Fig. 1: run 1, local utilization
10 x 10 tiles, from white (low) to dark blue (high), 0 to 100% covered.
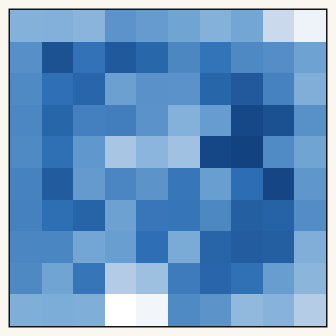
Fig. 2: run 1, placed standard cells
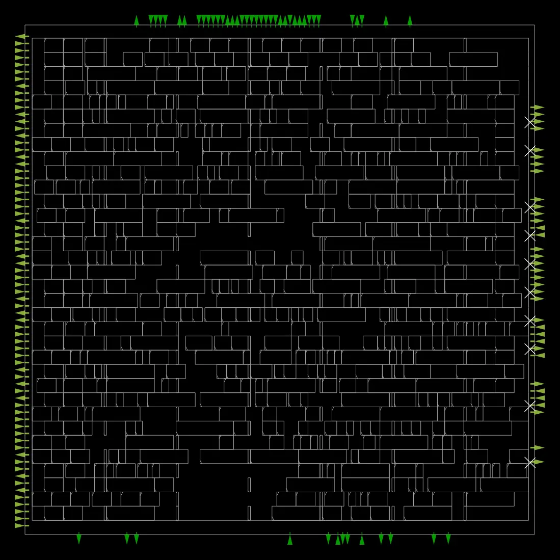
Fig. 3: run 1, cell classes on the final placement
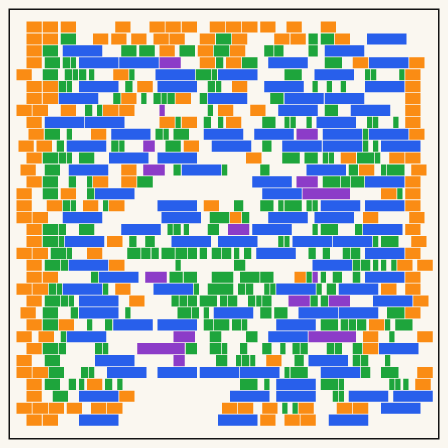
Fig. 4: run 1, M3 wires
Scale bar: 20 um.
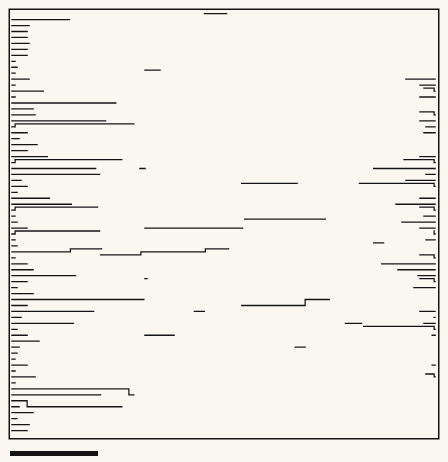
===== config.mk =====
export PLATFORM = sky130hd
export DESIGN_NAME = dcpu16_marb_flat
export DESIGN_NICKNAME = d
export VERILOG_FILES = /design/src/rtl/dcpu16_marb_if.sv /design/src/rtl/dcpu16_marb.sv /design/src/flat_wrapper.sv
export SDC_FILE = /design/constraint.sdc
export NUM_CORES = 1
export LEC_CHECK = 0
export CAP_MARGIN = 20
export CORE_UTILIZATION = 45
export DETAILED_ROUTE_END_ITERATION = 6
export PLACE_DENSITY_LB_ADDON = 0.25
export SLEW_MARGIN = 20
export SYNTH_ARGS = -nofsm -noshare
export SYNTH_HDL_FRONTEND = slang
export SYNTH_SLANG_ARGS = --single-unit

===== constraint.sdc =====
create_clock -name clk -period 9.78 [get_ports clk]
set_clock_uncertainty 0.2 [all_clocks]
set_input_delay 1.956 -clock clk [delete_from_list [all_inputs] [get_ports clk]]
set_output_delay 1.956 -clock clk [all_outputs]
set_load 0.02 [all_outputs]

===== src/rtl/dcpu16_marb_if.sv =====
// dcpu16_marb_if: simplified-Wishbone port; adr/stb/wre/dto flow master->slave, dti/ack slave->master
interface dcpu16_marb_if;
    logic [15:0] adr;
    logic        stb;
    logic        wre;
    logic [15:0] dto;
    logic [15:0] dti;
    logic        ack;
    modport master (output adr, stb, wre, dto, input dti, ack);
    modport slave  (input adr, stb, wre, dto, output dti, ack);
endinterface


===== src/rtl/dcpu16_marb.sv =====
// dcpu16_marb: F/G bus arbiter onto one memory port with timeout; DCPU16_MARB_RR_EN selects round-robin arbitration
module dcpu16_marb #(
    parameter int TMO   = 16,
    parameter int TMO_W = 8
) (
    input  logic          clk,
    input  logic          rst,
    dcpu16_marb_if.slave  f,
    dcpu16_marb_if.slave  g,
    dcpu16_marb_if.master m,
    output logic          bus_err
);
    localparam logic [1:0] IDLE   = 2'd0;
    localparam logic [1:0] BUSY   = 2'd1;
    localparam logic [1:0] RETIRE = 2'd2;

    logic [1:0]       state;
    logic [TMO_W-1:0] cnt;
    logic [15:0]      dat;
    logic             gnt;
    logic             pick_g;

`ifdef DCPU16_MARB_RR_EN
    logic ptr;
    assign pick_g = g.stb && (!f.stb || ptr);
    // priority pointer: after each grant, the other master gets priority on a tie
    always_ff @(posedge clk or posedge rst) begin
        if (rst)
            ptr <= 1'b0;
        else if (state == IDLE && (f.stb || g.stb))
            ptr <= !pick_g;
    end
`else
    assign pick_g = g.stb && !f.stb;
`endif

    // request capture, memory access with timeout, and ack to the granted master
    always_ff @(posedge clk or posedge rst) begin
        if (rst) begin
            state   <= IDLE;
            cnt     <= '0;
            dat     <= '0;
            gnt     <= 1'b0;
            bus_err <= 1'b0;
            m.adr   <= '0;
            m.stb   <= 1'b0;
            m.wre   <= 1'b0;
            m.dto   <= '0;
            f.dti   <= '0;
            f.ack   <= 1'b0;
            g.dti   <= '0;
            g.ack   <= 1'b0;
        end else begin
            f.ack <= 1'b0;
            g.ack <= 1'b0;
            case (state)
                IDLE: begin
                    if (f.stb || g.stb) begin
                        gnt   <= pick_g;
                        m.adr <= pick_g ? g.adr : f.adr;
                        m.wre <= pick_g ? g.wre : f.wre;
                        m.dto <= pick_g ? g.dto : f.dto;
                        m.stb <= 1'b1;
                        cnt   <= '0;
                        state <= BUSY;
                    end
                end
                BUSY: begin
                    if (m.ack) begin
                        dat   <= m.wre ? 16'h0000 : m.dti;
                        m.stb <= 1'b0;
                        state <= RETIRE;
                    end else if (cnt == TMO_W'(TMO - 1)) begin
                        dat     <= 16'hFFFF;
                        bus_err <= 1'b1;
                        m.stb   <= 1'b0;
                        state   <= RETIRE;
                    end else begin
                        cnt <= cnt + TMO_W'(1);
                    end
                end
                RETIRE: begin
                    if (gnt) begin
                        g.ack <= 1'b1;
                        g.dti <= dat;
                    end else begin
                        f.ack <= 1'b1;
                        f.dti <= dat;
                    end
                    state <= IDLE;
                end
                default: state <= IDLE;
            endcase
        end
    end
endmodule


===== src/flat_wrapper.sv =====
// flat-port wrapper written by rule: the top's interface ports become plain ports
module dcpu16_marb_flat 
#(
    parameter int TMO   = 16,
    parameter int TMO_W = 8
)
  (clk, rst, bus_err, f_adr, f_stb, f_wre, f_dto, f_dti, f_ack, g_adr, g_stb, g_wre, g_dto, g_dti, g_ack, m_adr, m_stb, m_wre, m_dto, m_dti, m_ack);
  dcpu16_marb_if f_i ();
  dcpu16_marb_if g_i ();
  dcpu16_marb_if m_i ();
  input  logic clk;
  input  logic rst;
  output logic bus_err;
  input wire logic [$bits(f_i.adr)-1:0] f_adr;
  input wire logic [$bits(f_i.stb)-1:0] f_stb;
  input wire logic [$bits(f_i.wre)-1:0] f_wre;
  input wire logic [$bits(f_i.dto)-1:0] f_dto;
  output wire logic [$bits(f_i.dti)-1:0] f_dti;
  output wire logic [$bits(f_i.ack)-1:0] f_ack;
  input wire logic [$bits(g_i.adr)-1:0] g_adr;
  input wire logic [$bits(g_i.stb)-1:0] g_stb;
  input wire logic [$bits(g_i.wre)-1:0] g_wre;
  input wire logic [$bits(g_i.dto)-1:0] g_dto;
  output wire logic [$bits(g_i.dti)-1:0] g_dti;
  output wire logic [$bits(g_i.ack)-1:0] g_ack;
  output wire logic [$bits(m_i.adr)-1:0] m_adr;
  output wire logic [$bits(m_i.stb)-1:0] m_stb;
  output wire logic [$bits(m_i.wre)-1:0] m_wre;
  output wire logic [$bits(m_i.dto)-1:0] m_dto;
  input wire logic [$bits(m_i.dti)-1:0] m_dti;
  input wire logic [$bits(m_i.ack)-1:0] m_ack;
  assign f_i.adr = f_adr;
  assign f_i.stb = f_stb;
  assign f_i.wre = f_wre;
  assign f_i.dto = f_dto;
  assign f_dti = f_i.dti;
  assign f_ack = f_i.ack;
  assign g_i.adr = g_adr;
  assign g_i.stb = g_stb;
  assign g_i.wre = g_wre;
  assign g_i.dto = g_dto;
  assign g_dti = g_i.dti;
  assign g_ack = g_i.ack;
  assign m_adr = m_i.adr;
  assign m_stb = m_i.stb;
  assign m_wre = m_i.wre;
  assign m_dto = m_i.dto;
  assign m_i.dti = m_dti;
  assign m_i.ack = m_ack;
  dcpu16_marb #(.TMO(TMO), .TMO_W(TMO_W)) u_core (.clk(clk), .rst(rst), .f(f_i), .g(g_i), .m(m_i), .bus_err(bus_err));
endmodule

==> qor.csv, run 1 <==
stage;metric;value;unit
synthesis;Net Count, Synth;468;
synthesis;yosys synthesis warning count;0;
synthesis;cell count listed in synth_stat.txt;380;
final_timing;setup TNS after final layout;0;ns
setup_path;FF-to-FF Start;u_core.state[0];
die;IO Pins;156;
power;Static Leak;0.00273;uW
final_layout;clock distribution area overhead in the final layout;3.97;%
setup_path;cell class contributing the biggest share of worst-path delay;buffers and inverters;
placement;number of cells in the design after placement;624;
synthesis;top post-synthesis cells by count;96 x dfrtp_1, 87 x nand2_1, 38 x o21ai_0, 33 x mux2i_1, 19 x o21ai_1;
synthesis;Mean Syn Cell Area;10.9;sq um
synthesis;mux cell area share after synthesis;12.4;%
clock_tree;total setup buffers inserted after CTS;0;
setup_path;critical path class;reg -> out;
synthesis;Adders+Majority by Area;0.303;%
final_timing;Final Hold Violating Endpoints;0;
final_timing;Max transition margin;32.6;%
detailed_routing;TritonRoute pass-1 iters;6;
detailed_routing;Met2 Routed Length;4.56;mm
power;Total Power;1710;uW
final_layout;sequential cells;96;
worst_hold_path;Hold Path Depth;1;
detailed_routing;topmost layer with routed signal wires;met4;
setup_path;endpoint of the worst-slack reg-to-reg timing path;u_core.g.dti[8];
clock_tree;number of buffers inserted during clock tree synthesis;9;
die;Horiz. Die Dim;97.7;um
synthesis;distinct lib cells;39;
final_timing;upper clock frequency limit;0.257;GHz
detailed_routing;wire length on met1;3.98;mm
setup_path;critical path peak fanout;18;
global_routing;global-route met2 utilization;34.1;%
global_routing;pin count of the biggest net entering global routing;68;
setup_path;Crit-path slowest cell;clkdlybuf4s50_1;
global_routing;global-route wire length before repair;15.9;mm
clock_tree;clock input transition at the sequential cells of the worst setup and hold paths;0.08;ns
power;power in the clock group;304;uW
final_timing;final period demand of the worst path;3.89;ns
detailed_routing;number of nets with antenna violations after detailed routing;0;
global_routing;peak-usage layer in the global routing report;met2;
synthesis;most frequent cell after synthesis;dfrtp_1;
final_layout;layout clock buffer count;11;
power;Pwr Density;286;mW/mm^2
setup_path;Critical path origin;u_core.m.wre;
power;Sw Pwr;612;uW
final_timing;fin worst setup slack;5.89;ns
final_timing;unrepaired setup endpoints after global routing;false;
final_layout;data-path buffer share of cell area in the final layout;26.3;%
power;relative contribution of sequential cells to total power;39.9;%
final_layout;most instantiated logic cell after routing;clkdlybuf4s50_1;
global_routing;total congestion overflow after global routing;0;
synthesis;XOR Share, Synth;0;%
die;overall chip area;0.00955;sq mm
clock_tree;post-cts sizing count;0;
synthesis;aoi share;11.7;%
synthesis;post-synthesis instance area;0.00412;sq mm
global_routing;combined global-route utilization of all metal layers;21.0;%
final_layout;MI comb cells;259;
final_layout;Antenna Diode Count;0;
synthesis;number of instances in the synthesized netlist;380;
worst_hold_path;endpoint of the worst hold-timing path;u_core.bus_err;
power;power drawn by the combinational cells;722;uW
setup_path;Worst setup SP type;register;
detailed_routing;met3 wire len;846;um
final_timing;number of slew-limit violations in the final report;0;
run_status;run status;finished with violations;
run;OpenROAD warnings;26;
clock_tree;clock tree from TritonCTS;built;
setup_path;CP max stage delay;0.70;ns
synthesis;Main synth FF type;dfrtp_1;
setup_path;Worst Reg2Reg Path Length in Cells;4;
final_layout;top library cells by usage in the layout, fill and taps aside;155 x clkdlybuf4s50_1, 96 x dfrtp_1, 86 x nand2_1;
final_timing;final worst hold slack;0.271;ns
synthesis;largest family of logic cells by area;simple AND/OR/NAND/NOR gates;
clock_tree;maximum root-to-sink buffer count;2;
power;combinational share of power;42.3;%
global_routing;number of antenna violations at the first check in global routing;0;
synthesis;FFs w/ async S/R, synth;100;%
power;group with the largest share of power;combinational logic;
power;total sequential power;682;uW
final_layout;nets;615;
final_layout;area of the multi-input gates;0.00160;sq mm
detailed_routing;via density per instance;5.13;
setup_path;worst-case register-to-register setup slack;7.31;ns
placement;worst slack at placement;5.62;ns
final_timing;final period utilization;39.7;%
setup_path;crit path capture type;primary output;
placement;Buffers on Ports;155;
setup_path;Buffers & Inverters on Critical Path;1;
detailed_routing;drt first-iter violations;124;
final_layout;non-clock inverter count;4;
placement;sum of net half-perimeters after detailed placement;6.92;mm
power;fraction of power consumed by the clock network;17.8;%
power;Switching Fraction;35.9;%
worst_hold_path;source of the worst hold timing path;u_core.bus_err;
final_layout;fraction of layout instances using a drive strength above 1;7.89;%
clock_tree;H-tree lvl count;3;
synthesis;number of register bits inferred by synthesis;96;
setup_path;required time of the critical path;7.62;ns
synthesis;Post-Synth Simple-Gate Area;14.4;%
final_layout;proportion of cell area occupied by multi-input gates;26.9;%
power;Peak supply drop;0.000123;V
detailed_routing;DRC errors left;20;
clock_tree;cell at the root of the clock tree;clkbuf_8;
setup_path;crit path DAT;1.73;ns
final_layout;area taken by flip-flops and latches;0.00240;sq mm
power;internal power consumption;1100;uW
run_status;violations in the final reports;design-rule violations;
final_layout;Largest cell class;registers;
final_timing;pin slew with the least headroom to its limit;1.01;ns
setup_path;worst setup path endpoint;m_wre;
clock_tree;count of hold buffers inserted by post-cts repair;0;
detailed_routing;per-cell routed wire length;14.9;um
placement;placer congestion estimate;0.778;
setup_path;ordered list of cells on the worst path;clkdlybuf4s50_1;
synthesis;yosys synthesis chip area;0.00412;sq mm
final_layout;synthesis-to-layout area growth;44.6;%
global_routing;global routing usage on met1;26.6;%
clock_tree;Clk Latency, worst-skew pair;0.35;ns
clock_tree;number of clock sinks seen by CTS;96;
setup_path;Levels on crit path;1;
final_layout;Buffers excl. clock;157;
placement;placed cell area;0.00573;sq mm
synthesis;cell taking the most area after synthesis;dfrtp_1;
synthesis;main area contributors;dfrtp_1 58%, mux2i_1 8.0%, nand2_1 7.9%, o21ai_0 4.6%, mux2_2 4.4%;
die;floorplan die height;97.7;um
final_timing;total setup violations reported at the end of the flow;0;
synthesis;count of library flops with an enable pin;0;
synthesis;sequential element share of the synthesized area;58.3;%
synthesis;Top cell area share;58.3;%
run;# Max-Cap Violations;0;
## Picture notes: Fig. 1
nearly empty tiles	1.0%
densest ninth of the die	east
fullest tile	93%
tiles over 75% full	21%
mean over tiles	61%
area inside the core boundary: 0.00881 sq mm
Final Util: 67.7%
effective utilization at floorplan: 46.8%

## Picture notes: Fig. 2
number of cell rows: 34
total number of tap cells: 108
non-filler instance count after layout: 640
fillcell total: 703

## Picture notes: Fig. 3
class	color	cells
all other logic	green	263
flip-flops	blue	96
clock drivers and dummy loads	purple	16
other buffers and delay cells	orange	157
final std cell area, no fill: 0.00596 sq mm
register share of the cell area: 40.3%

## Picture notes: Fig. 4
longest straight run	30.1 um
share of all routed wire	8.9%
wire length on this layer	846 um
main direction	horizontal
nets with wire on the layer	112
met3 capacity usage during global routing: 7.02%
routed vias: 3283
Routed WL: 9.51 mm

Fig. 5: run 1, where the registers sit
Scale bar: 20 um.
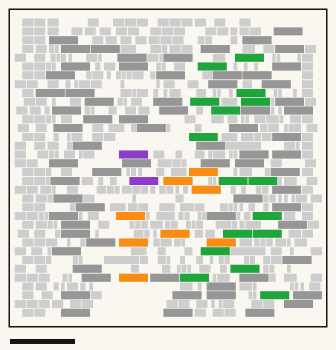

==> inputs of run 2 (changes only) <==
--- a/config.mk
+++ b/config.mk
@@ -6,7 +6,7 @@
 export NUM_CORES = 1
 export LEC_CHECK = 0
 export CAP_MARGIN = 20
-export CORE_UTILIZATION = 45
+export CORE_UTILIZATION = 40
 export DETAILED_ROUTE_END_ITERATION = 6
 export PLACE_DENSITY_LB_ADDON = 0.25
 export SLEW_MARGIN = 20
==> constraint.sdc (replaced) <==
create_clock -name clk -period 3.2 [get_ports clk]
set_clock_uncertainty 0.2 [all_clocks]
set_input_delay 0.64 -clock clk [delete_from_list [all_inputs] [get_ports clk]]
set_output_delay 0.64 -clock clk [all_outputs]
set_load 0.02 [all_outputs]
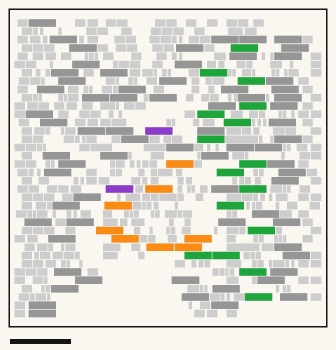
Fig. 6. Where the registers sit (run 2).
Scale bar: 20 um.
name in the netlist	color	placed flops
u_core.state	purple	2
u_core.dat	green	16
u_core.cnt	orange	8
total sequential power: 2060 uW
area taken by flip-flops and latches: 0.00240 sq mm
register share of the cell area: 39.6%
Final Util: 61.5%

==> run 2 against run 1 <==
Against the previous run:
- the flow now finishes without violations
- core utilization down 6.2 points
- total power rose to 3.1 times the previous value
- die size up 12%
- first-iteration DRC count down 7.3%
- worst setup slack worse by 4.9 ns
- largest cell class unchanged
- critical path type unchanged
==> qor.csv, run 2 <==
stage;metric;value;unit;change
synthesis;sequential element share of the synthesized area;58.3;%;unchanged
final_layout;area of the multi-input gates;0.00160;sq mm;unchanged
detailed_routing;Met2 Routed Length;4.62;mm;+1.2%
final_layout;final std cell area, no fill;0.00606;sq mm;+1.7%
global_routing;met3 capacity usage during global routing;6.10;%;-0.91 points
final_layout;proportion of cell area occupied by multi-input gates;26.5;%;-0.45 points
run_status;run status;complete, no violations;;
die;IO Pins;156;;unchanged
power;combinational share of power;43.2;%;+0.9 points
synthesis;yosys synthesis warning count;0;;unchanged
detailed_routing;drt first-iter violations;115;;-7.3%
clock_tree;count of hold buffers inserted by post-cts repair;0;;unchanged
worst_hold_path;type of the tightest min-delay check;reg -> reg;;
global_routing;vias in the first global route;3377;;
global_routing;total congestion overflow after global routing;0;;unchanged
setup_path;required time of the critical path;2.36;ns;-5.26 ns
die;total number of tap cells;133;;+23%
synthesis;aoi share;11.7;%;unchanged
final_layout;Antenna Diode Count;0;;unchanged
synthesis;Main synth FF type;dfrtp_1;;
clock_tree;clock input transition at the sequential cells of the worst setup and hold paths;0.10;ns;+0.02 ns
detailed_routing;wire length on met1;4.13;mm;+3.7%
detailed_routing;number of nets with antenna violations after detailed routing;0;;unchanged
final_layout;nets;621;;+0.98%
setup_path;ordered list of cells on the worst path;clkdlybuf4s50_1;;
clock_tree;cell at the root of the clock tree;clkbuf_8;;
final_layout;MI comb cells;259;;unchanged
power;fraction of power consumed by the clock network;17.3;%;-0.5 points
power;internal power consumption;3310;uW;+200%
power;Peak supply drop;0.000376;V;+210%
setup_path;crit path DAT;1.37;ns;-0.36 ns
global_routing;combined global-route utilization of all metal layers;19.5;%;-1.6 points
clock_tree;number of buffers inserted during clock tree synthesis;9;;unchanged
synthesis;top post-synthesis cells by count;96 x dfrtp_1, 87 x nand2_1, 38 x o21ai_0, 33 x mux2i_1, 19 x o21ai_1;;
power;group with the largest share of power;combinational logic;;
setup_path;endpoint of the worst-slack reg-to-reg timing path;u_core.dat[11];;
final_timing;Max transition margin;48.4;%;+16 points
placement;number of cells in the design after placement;655;;+5.0%
detailed_routing;via density per instance;4.92;;-4.1%
final_layout;fraction of layout instances using a drive strength above 1;9.29;%;+1.4 points
final_timing;final period utilization;69.1;%;
setup_path;FF-to-FF Start;u_core.state[0];;
power;power in the clock group;904;uW;+200%
die;Horiz. Die Dim;104;um;+5.9%
final_layout;data-path buffer share of cell area in the final layout;27.0;%;+0.72 points
final_layout;layout clock buffer count;9;;-2
synthesis;post-synthesis instance area;0.00412;sq mm;unchanged
detailed_routing;TritonRoute pass-1 iters;4;;-2
global_routing;global-route met2 utilization;32.1;%;-2.0 points
placement;placer congestion estimate;0.804;;+3.4%
placement;sum of net half-perimeters after detailed placement;7.12;mm;+3.0%
final_timing;pin slew with the least headroom to its limit;0.772;ns;-0.239 ns
final_timing;number of slew-limit violations in the final report;0;;unchanged
synthesis;yosys synthesis chip area;0.00412;sq mm;unchanged
final_layout;top library cells by usage in the layout, fill and taps aside;155 x clkdlybuf4s50_1, 96 x dfrtp_1, 86 x nand2_1;;
setup_path;critical path peak fanout;2;;-16
clock_tree;Clk Latency, worst-skew pair;0.37;ns;+0.02 ns
setup_path;worst-case register-to-register setup slack;1.06;ns;-6.25 ns
synthesis;cell taking the most area after synthesis;dfrtp_1;;
power;Total Power;5210;uW;+210%
final_layout;synthesis-to-layout area growth;47.0;%;
power;Pwr Density;860;mW/mm^2;+200%
synthesis;cell count listed in synth_stat.txt;380;;unchanged
setup_path;Crit-path slowest cell;clkdlybuf4s50_1;;
detailed_routing;DRC errors left;0;;-100%
detailed_routing;met3 wire len;806;um;-4.7%
final_timing;fin worst setup slack;0.989;ns;-4.90 ns
synthesis;number of register bits inferred by synthesis;96;;unchanged
setup_path;critical path class;reg -> out;;
die;floorplan die height;104;um;+5.9%
synthesis;number of instances in the synthesized netlist;380;;unchanged
placement;placed cell area;0.00583;sq mm;+1.8%
clock_tree;total setup buffers inserted after CTS;0;;unchanged
setup_path;Buffers & Inverters on Critical Path;1;;unchanged
power;Static Leak;0.00277;uW;+1.6%
final_timing;total setup violations reported at the end of the flow;0;;unchanged
clock_tree;post-cts sizing count;0;;unchanged
final_layout;non-clock inverter count;4;;unchanged
global_routing;pin count of the biggest net entering global routing;67;;-1.5%
final_timing;unrepaired setup endpoints after global routing;false;;
final_layout;Largest cell class;registers;;
synthesis;Mean Syn Cell Area;10.9;sq um;unchanged
final_timing;final period demand of the worst path;2.21;ns;
setup_path;Levels on crit path;1;;unchanged
setup_path;Worst setup SP type;register;;
clock_tree;clock tree from TritonCTS;built;;
synthesis;main area contributors;dfrtp_1 58%, mux2i_1 8.0%, nand2_1 7.9%, o21ai_0 4.6%, mux2_2 4.4%;;
global_routing;global routing usage on met1;23.7;%;-2.9 points
die;overall chip area;0.0107;sq mm;+12%
synthesis;Post-Synth Simple-Gate Area;14.4;%;unchanged
power;relative contribution of sequential cells to total power;39.4;%;-0.5 points
power;Sw Pwr;1900;uW;+210%
die;effective utilization at floorplan;41.8;%;-5.0 points
setup_path;Critical path origin;u_core.m.adr[13];;
placement;worst slack at placement;0.633;ns;-4.99 ns
setup_path;crit path capture type;primary output;;
synthesis;count of library flops with an enable pin;0;;unchanged
synthesis;largest family of logic cells by area;simple AND/OR/NAND/NOR gates;;
synthesis;XOR Share, Synth;0;%;unchanged
synthesis;most frequent cell after synthesis;dfrtp_1;;
detailed_routing;routed vias;3302;;+0.58%
synthesis;FFs w/ async S/R, synth;100;%;unchanged
worst_hold_path;Hold Path Depth;2;;+1
final_layout;Buffers excl. clock;163;;+3.8%
worst_hold_path;source of the worst hold timing path;u_core.g.dti[14];;
final_layout;clock distribution area overhead in the final layout;3.88;%;-0.087 points
global_routing;peak-usage layer in the global routing report;met2;;
synthesis;Net Count, Synth;468;;unchanged
final_timing;final worst hold slack;0.281;ns;+0.00998 ns
final_layout;most instantiated logic cell after routing;clkdlybuf4s50_1;;
placement;Buffers on Ports;155;;unchanged
setup_path;cell class contributing the biggest share of worst-path delay;buffers and inverters;;
setup_path;worst setup path endpoint;m_adr[13];;
run;OpenROAD warnings;26;;unchanged
run;# Max-Cap Violations;0;;unchanged
synthesis;mux cell area share after synthesis;12.4;%;unchanged
final_timing;Final Hold Violating Endpoints;0;;unchanged
setup_path;CP max stage delay;0.64;ns;-0.06 ns
power;Switching Fraction;36.5;%;+0.65 points
clock_tree;maximum root-to-sink buffer count;2;;unchanged
setup_path;Worst Reg2Reg Path Length in Cells;4;;unchanged
worst_hold_path;endpoint of the worst hold-timing path;u_core.g.dti[14];;
detailed_routing;per-cell routed wire length;14.4;um;-2.7%
final_timing;upper clock frequency limit;0.452;GHz;
global_routing;global-route wire length before repair;16.5;mm;+3.9%
detailed_routing;Routed WL;9.69;mm;+2.0%
synthesis;Top cell area share;58.3;%;unchanged
global_routing;number of antenna violations at the first check in global routing;0;;unchanged
clock_tree;number of clock sinks seen by CTS;96;;unchanged
power;power drawn by the combinational cells;2250;uW;+210%
synthesis;distinct lib cells;39;;unchanged
clock_tree;H-tree lvl count;3;;unchanged
synthesis;Adders+Majority by Area;0.303;%;unchanged
final_timing;setup TNS after final layout;0;ns;unchanged
detailed_routing;topmost layer with routed signal wires;met4;;
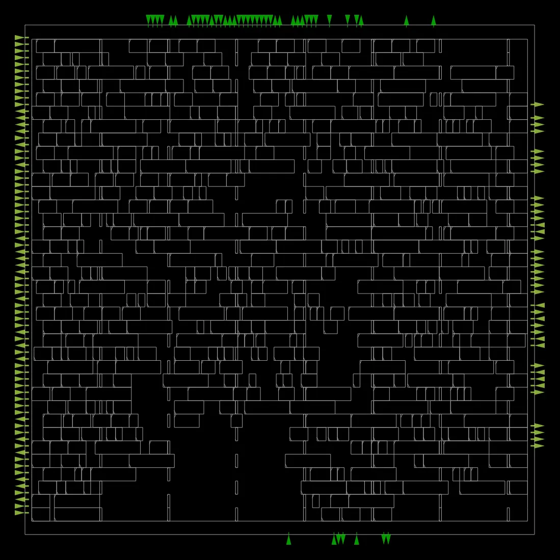
Fig. 7. Placed standard cells (run 2).
non-filler instance count after layout: 671
sequential cells: 96
number of cell rows: 36
fillcell total: 832
area inside the core boundary: 0.00986 sq mm

Power is estimated from default activity; no workload was simulated.
